### src/rtl/mips_pkg.sv
// Shared MIPS core definitions: opcode constants, fetch buffer entry and fetch FSM states.
package mips_pkg;

    localparam logic [5:0] OP_RTYPE = 6'd0;
    localparam logic [5:0] OP_J     = 6'd2;
    localparam logic [5:0] OP_BEQ   = 6'd4;
    localparam logic [5:0] OP_ADDI  = 6'd8;
    localparam logic [5:0] OP_LW    = 6'd35;
    localparam logic [5:0] OP_SW    = 6'd43;

    localparam logic [31:0] DEFAULT_RESET_PC = 32'h0000_0000;

    typedef struct packed {
        logic [31:0] pc;
        logic [31:0] instr;
    } fetch_entry_t;

    typedef enum logic [1:0] {
        IDLE,
        WAIT,
        DRAIN
    } fetch_state_t;

endpackage

### src/rtl/fetch_fifo.sv
// Instruction buffer between imem responses and decode.
// Latency: a pushed entry reaches the head output the cycle after its write edge.
// Backpressure: caller never pushes when full or pops when empty; flush overrides push and pop.
module fetch_fifo
    import mips_pkg::*;
#(
    parameter int DEPTH = 2
) (
    input  logic                    clk,
    input  logic                    reset,
    input  logic                    push,
    input  fetch_entry_t            push_entry,
    input  logic                    pop,
    input  logic                    flush,
    output logic [$clog2(DEPTH):0]  count,
    output fetch_entry_t            head
);

    localparam int AW = $clog2(DEPTH);

    fetch_entry_t  mem [DEPTH];
    logic [AW-1:0] wr_ptr;
    logic [AW-1:0] rd_ptr;

    // Storage needs no reset: count gates every consumer of the head.
    always_ff @(posedge clk) begin
        if (push && !flush) begin
            mem[wr_ptr] <= push_entry;
        end
    end

    always_ff @(posedge clk or posedge reset) begin
        if (reset) begin
            wr_ptr <= '0;
            rd_ptr <= '0;
            count  <= '0;
        end else if (flush) begin
            wr_ptr <= '0;
            rd_ptr <= '0;
            count  <= '0;
        end else begin
            if (push) begin
                wr_ptr <= wr_ptr + AW'(1);
            end
            if (pop) begin
                rd_ptr <= rd_ptr + AW'(1);
            end
            case ({push, pop})
                2'b10:   count <= count + (AW+1)'(1);
                2'b01:   count <= count - (AW+1)'(1);
                default: count <= count;
            endcase
        end
    end

    assign head = mem[rd_ptr];

endmodule

### src/rtl/fetch_unit.sv
// MIPS fetch stage: holds the PC, issues single-outstanding imem reads, buffers results for decode.
// Latency: imem_req registered one cycle after the issue decision; instr_valid the cycle after rvalid.
// Backpressure: decode valid/ready; no request is issued unless buffer space is reserved for it.
module fetch_unit
    import mips_pkg::*;
#(
    parameter logic [31:0] RESET_PC = DEFAULT_RESET_PC,
    parameter int          DEPTH    = 2
) (
    input  logic        clk,
    input  logic        reset,
    output logic        imem_req,
    output logic [31:0] imem_addr,
    input  logic        imem_rvalid,
    input  logic [31:0] imem_rdata,
    output logic        instr_valid,
    input  logic        instr_ready,
    output logic [31:0] instr,
    output logic [31:0] instr_pc,
    output logic [5:0]  opcode,
    output logic [5:0]  funct,
    input  logic [31:0] redirect_base_pc,
    input  logic        branch_taken,
    input  logic [15:0] branch_imm,
    input  logic        jump,
    input  logic [25:0] jump_index
);

    localparam int CW = $clog2(DEPTH) + 1;

    fetch_state_t  state;
    fetch_state_t  state_nxt;
    logic [31:0]   fetch_pc;
    logic [CW-1:0] count;
    logic [CW:0]   occ_next;
    fetch_entry_t  head;
    fetch_entry_t  push_entry;
    logic          redirect;
    logic          resp_vld;
    logic          push;
    logic          pop;
    logic          issue;
    logic [31:0]   seq_pc;
    logic [31:0]   target_pc;

    assign redirect = branch_taken | jump;
    assign seq_pc   = redirect_base_pc + 32'd4;
    assign target_pc = jump ? {seq_pc[31:28], jump_index, 2'b00}
                            : seq_pc + {{14{branch_imm[15]}}, branch_imm, 2'b00};

    assign resp_vld = (state != IDLE) && imem_rvalid;
    assign push     = (state == WAIT) && imem_rvalid && !redirect;
    assign pop      = instr_valid && instr_ready && !redirect;

    // imem_addr still holds the PC of the single outstanding request.
    assign push_entry = '{pc: imem_addr, instr: imem_rdata};

    assign occ_next = {1'b0, count} + {{CW{1'b0}}, push} - {{CW{1'b0}}, pop};

    always_comb begin
        issue     = 1'b0;
        state_nxt = state;
        if (!redirect && ((state == IDLE) || resp_vld) && (occ_next < (CW+1)'(DEPTH))) begin
            issue = 1'b1;
        end
        if (redirect) begin
            state_nxt = ((state != IDLE) && !imem_rvalid) ? DRAIN : IDLE;
        end else if (issue) begin
            state_nxt = WAIT;
        end else if (resp_vld) begin
            state_nxt = IDLE;
        end
    end

    always_ff @(posedge clk or posedge reset) begin
        if (reset) begin
            state <= IDLE;
        end else begin
            state <= state_nxt;
        end
    end

    always_ff @(posedge clk or posedge reset) begin
        if (reset) begin
            fetch_pc  <= RESET_PC;
            imem_req  <= 1'b0;
            imem_addr <= RESET_PC;
        end else begin
            imem_req <= issue;
            if (redirect) begin
                fetch_pc <= target_pc;
            end else if (issue) begin
                fetch_pc  <= fetch_pc + 32'd4;
                imem_addr <= fetch_pc;
            end
        end
    end

    fetch_fifo #(
        .DEPTH (DEPTH)
    ) u_fifo (
        .clk        (clk),
        .reset      (reset),
        .push       (push),
        .push_entry (push_entry),
        .pop        (pop),
        .flush      (redirect),
        .count      (count),
        .head       (head)
    );

    assign instr_valid = (count != '0);
    assign instr       = instr_valid ? head.instr : 32'd0;
    assign instr_pc    = instr_valid ? head.pc    : 32'd0;
    assign opcode      = instr[31:26];
    assign funct       = instr[5:0];

endmodule
### config.mk
export PLATFORM = sky130hd
export DESIGN_NAME = fetch_unit
export DESIGN_NICKNAME = d
export VERILOG_FILES = /design/src/rtl/mips_pkg.sv /design/src/rtl/fetch_fifo.sv /design/src/rtl/fetch_unit.sv
export SDC_FILE = /design/constraint.sdc
export NUM_CORES = 1
export LEC_CHECK = 0
export ABC_AREA = 0
export CORE_ASPECT_RATIO = 0.75
export CORE_MARGIN = 2
export CORE_UTILIZATION = 53
export CTS_CLUSTER_SIZE = 24
export DETAILED_ROUTE_END_ITERATION = 6
export HOLD_SLACK_MARGIN = 0.06
export PLACE_DENSITY_LB_ADDON = 0.05
export SYNTH_ARGS = -nofsm -noshare
export SYNTH_HDL_FRONTEND = slang
export SYNTH_HIERARCHICAL = 1
export SYNTH_SLANG_ARGS = --single-unit
### constraint.sdc
create_clock -name clk -period 8.72 [get_ports clk]
set_input_delay 1.744 -clock clk [delete_from_list [all_inputs] [get_ports clk]]
set_output_delay 1.744 -clock clk [all_outputs]
set_load 0.01 [all_outputs]
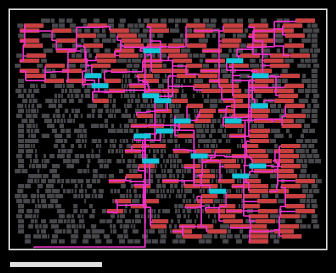
Figure 1: routed clock nets over the placement.
Bar = 50 um.
[clock wires] magenta | length: 2240 um
[flip-flops] red | count: 199
[clock-net drivers] cyan | count: 17
routed clock nets	18
part of the total power dissipated in the clock network: 33.8%
Skew-Pair Late Insertion Delay: 440 ps
clock network power: 0.794 mW
Post-Route Skew: 16.2 ps

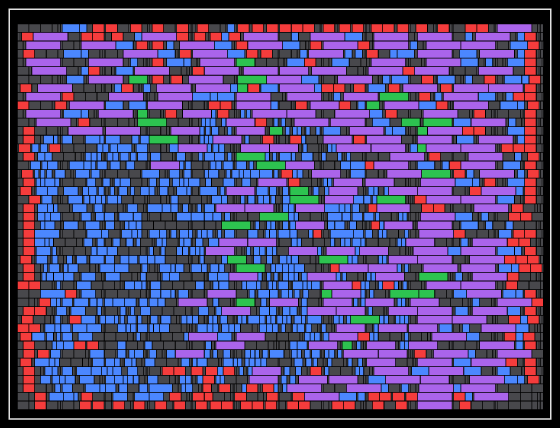
Figure 2: placed cells, one color a class.
Fill, decap, tap and diode cells in gray.
class	color	cells
remaining logic cells	blue	753
sequential cells	purple	199
clock drivers and dummy loads	green	32
remaining buffers and delay cells	red	229
Util after Layout: 68.9%
post-route standard cell area excluding fillers: 0.0141 mm^2

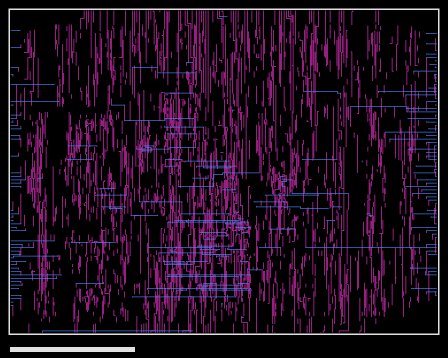
Figure 3: wiring by layer.
Bar = 50 um. Only two layers are drawn.
layer	color	wire length
M2	magenta	11300 um
M3	blue	1660 um
overall via count from detail_route: 8311
Routed WL per cell: 17.3 um
final wirelength: 25900 um
all-layer global routing usage: 23.7%

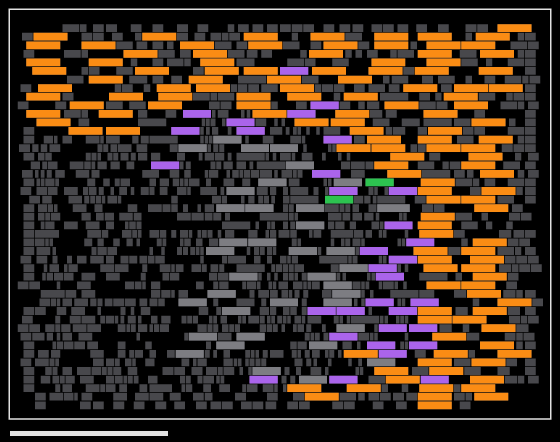
Figure 4: sequential cells colored by netlist name.
Bar = 50 um. Other sequential cells in the stronger gray, the rest of the logic in the fainter gray.
signal	color	placed flops
u_fifo/count	green	2
u_fifo/mem	orange	128
imem_addr	purple	32
not colored	37
reported sequential group power: 1.14 mW
Reg area: 0.00562 mm^2

==> flow_metrics.py <==
# Auto-generated metrics
metrics = {
    "critical_path": {
        "worstReg2RegStart": "u_fifo/count[0]",
        "path_cells": "clkdlybuf4s50_1 > buf_4 > nor2_1 > and3_1 > ha_1 > nand2b_1 > fa_1 > xnor2_1 > nand4_1 > buf_4 > nor3_2 > nand2_1 > xnor2_1 > a221oi_1 > o21ai_1",
        "crit_path_max_fanout": 38,
        "crit_required_ps": 9020,
        "cp_slowest_stage_delay_ps": 580,
        "worstSetupPathType": "primary input to flop",
        "crit_family": "simple AND/OR/NAND/NOR gates",
    },
    "outcome": {
        "run_status": "completed",
    },
    "drt": {
        "length_of_routed_met3_wiring_um": 1660,
        "top_layer_used": "met4",
        "route.detailed.vias_per_inst": 5.56,
    },
    "sta": {
        "finalHoldViolCount": 0,
    },
    "floorplan": {
        "row_count": 45,
        "area_of_the_core_mm2": 0.0204,
        "chip_area_mm2": 0.0222,
    },
    "global_route": {
        "globalRouteMet3Util_pct": 4.06,
        "grt_pass1_wl_um": 40900,
        "grtUsageMet1_pct": 35.6,
    },
    "finish": {
        "logic_area_mm2": 0.00515,
        "area.growth.synth_to_final_pct": 26.5,
    },
    "min_path": {
        "holdPathEnd": "imem_addr[0]",
        "min_path_type": "flop to flop",
    },
    "synthesis": {
        "synth-area-yosys_mm2": 0.0111,
        "edf_count": 128,
        "synth.cellmix.simpleShare_pct": 17.0,
        "postSynth.topFlopCell": "edfxtp_1",
        "mux_area_share_pct": 8.77,
    },
    "clocking": {
        "cts_sinks": 199,
        "tritoncts.num_buffers": 17,
    },
    "power_and_ir_drop": {
        "worst_ir_drop_vdd_mv": 0.0959,
    },
    "placement": {
        "place_congestion": 0.928,
    },
}
Power and IR drop assume default switching activity.
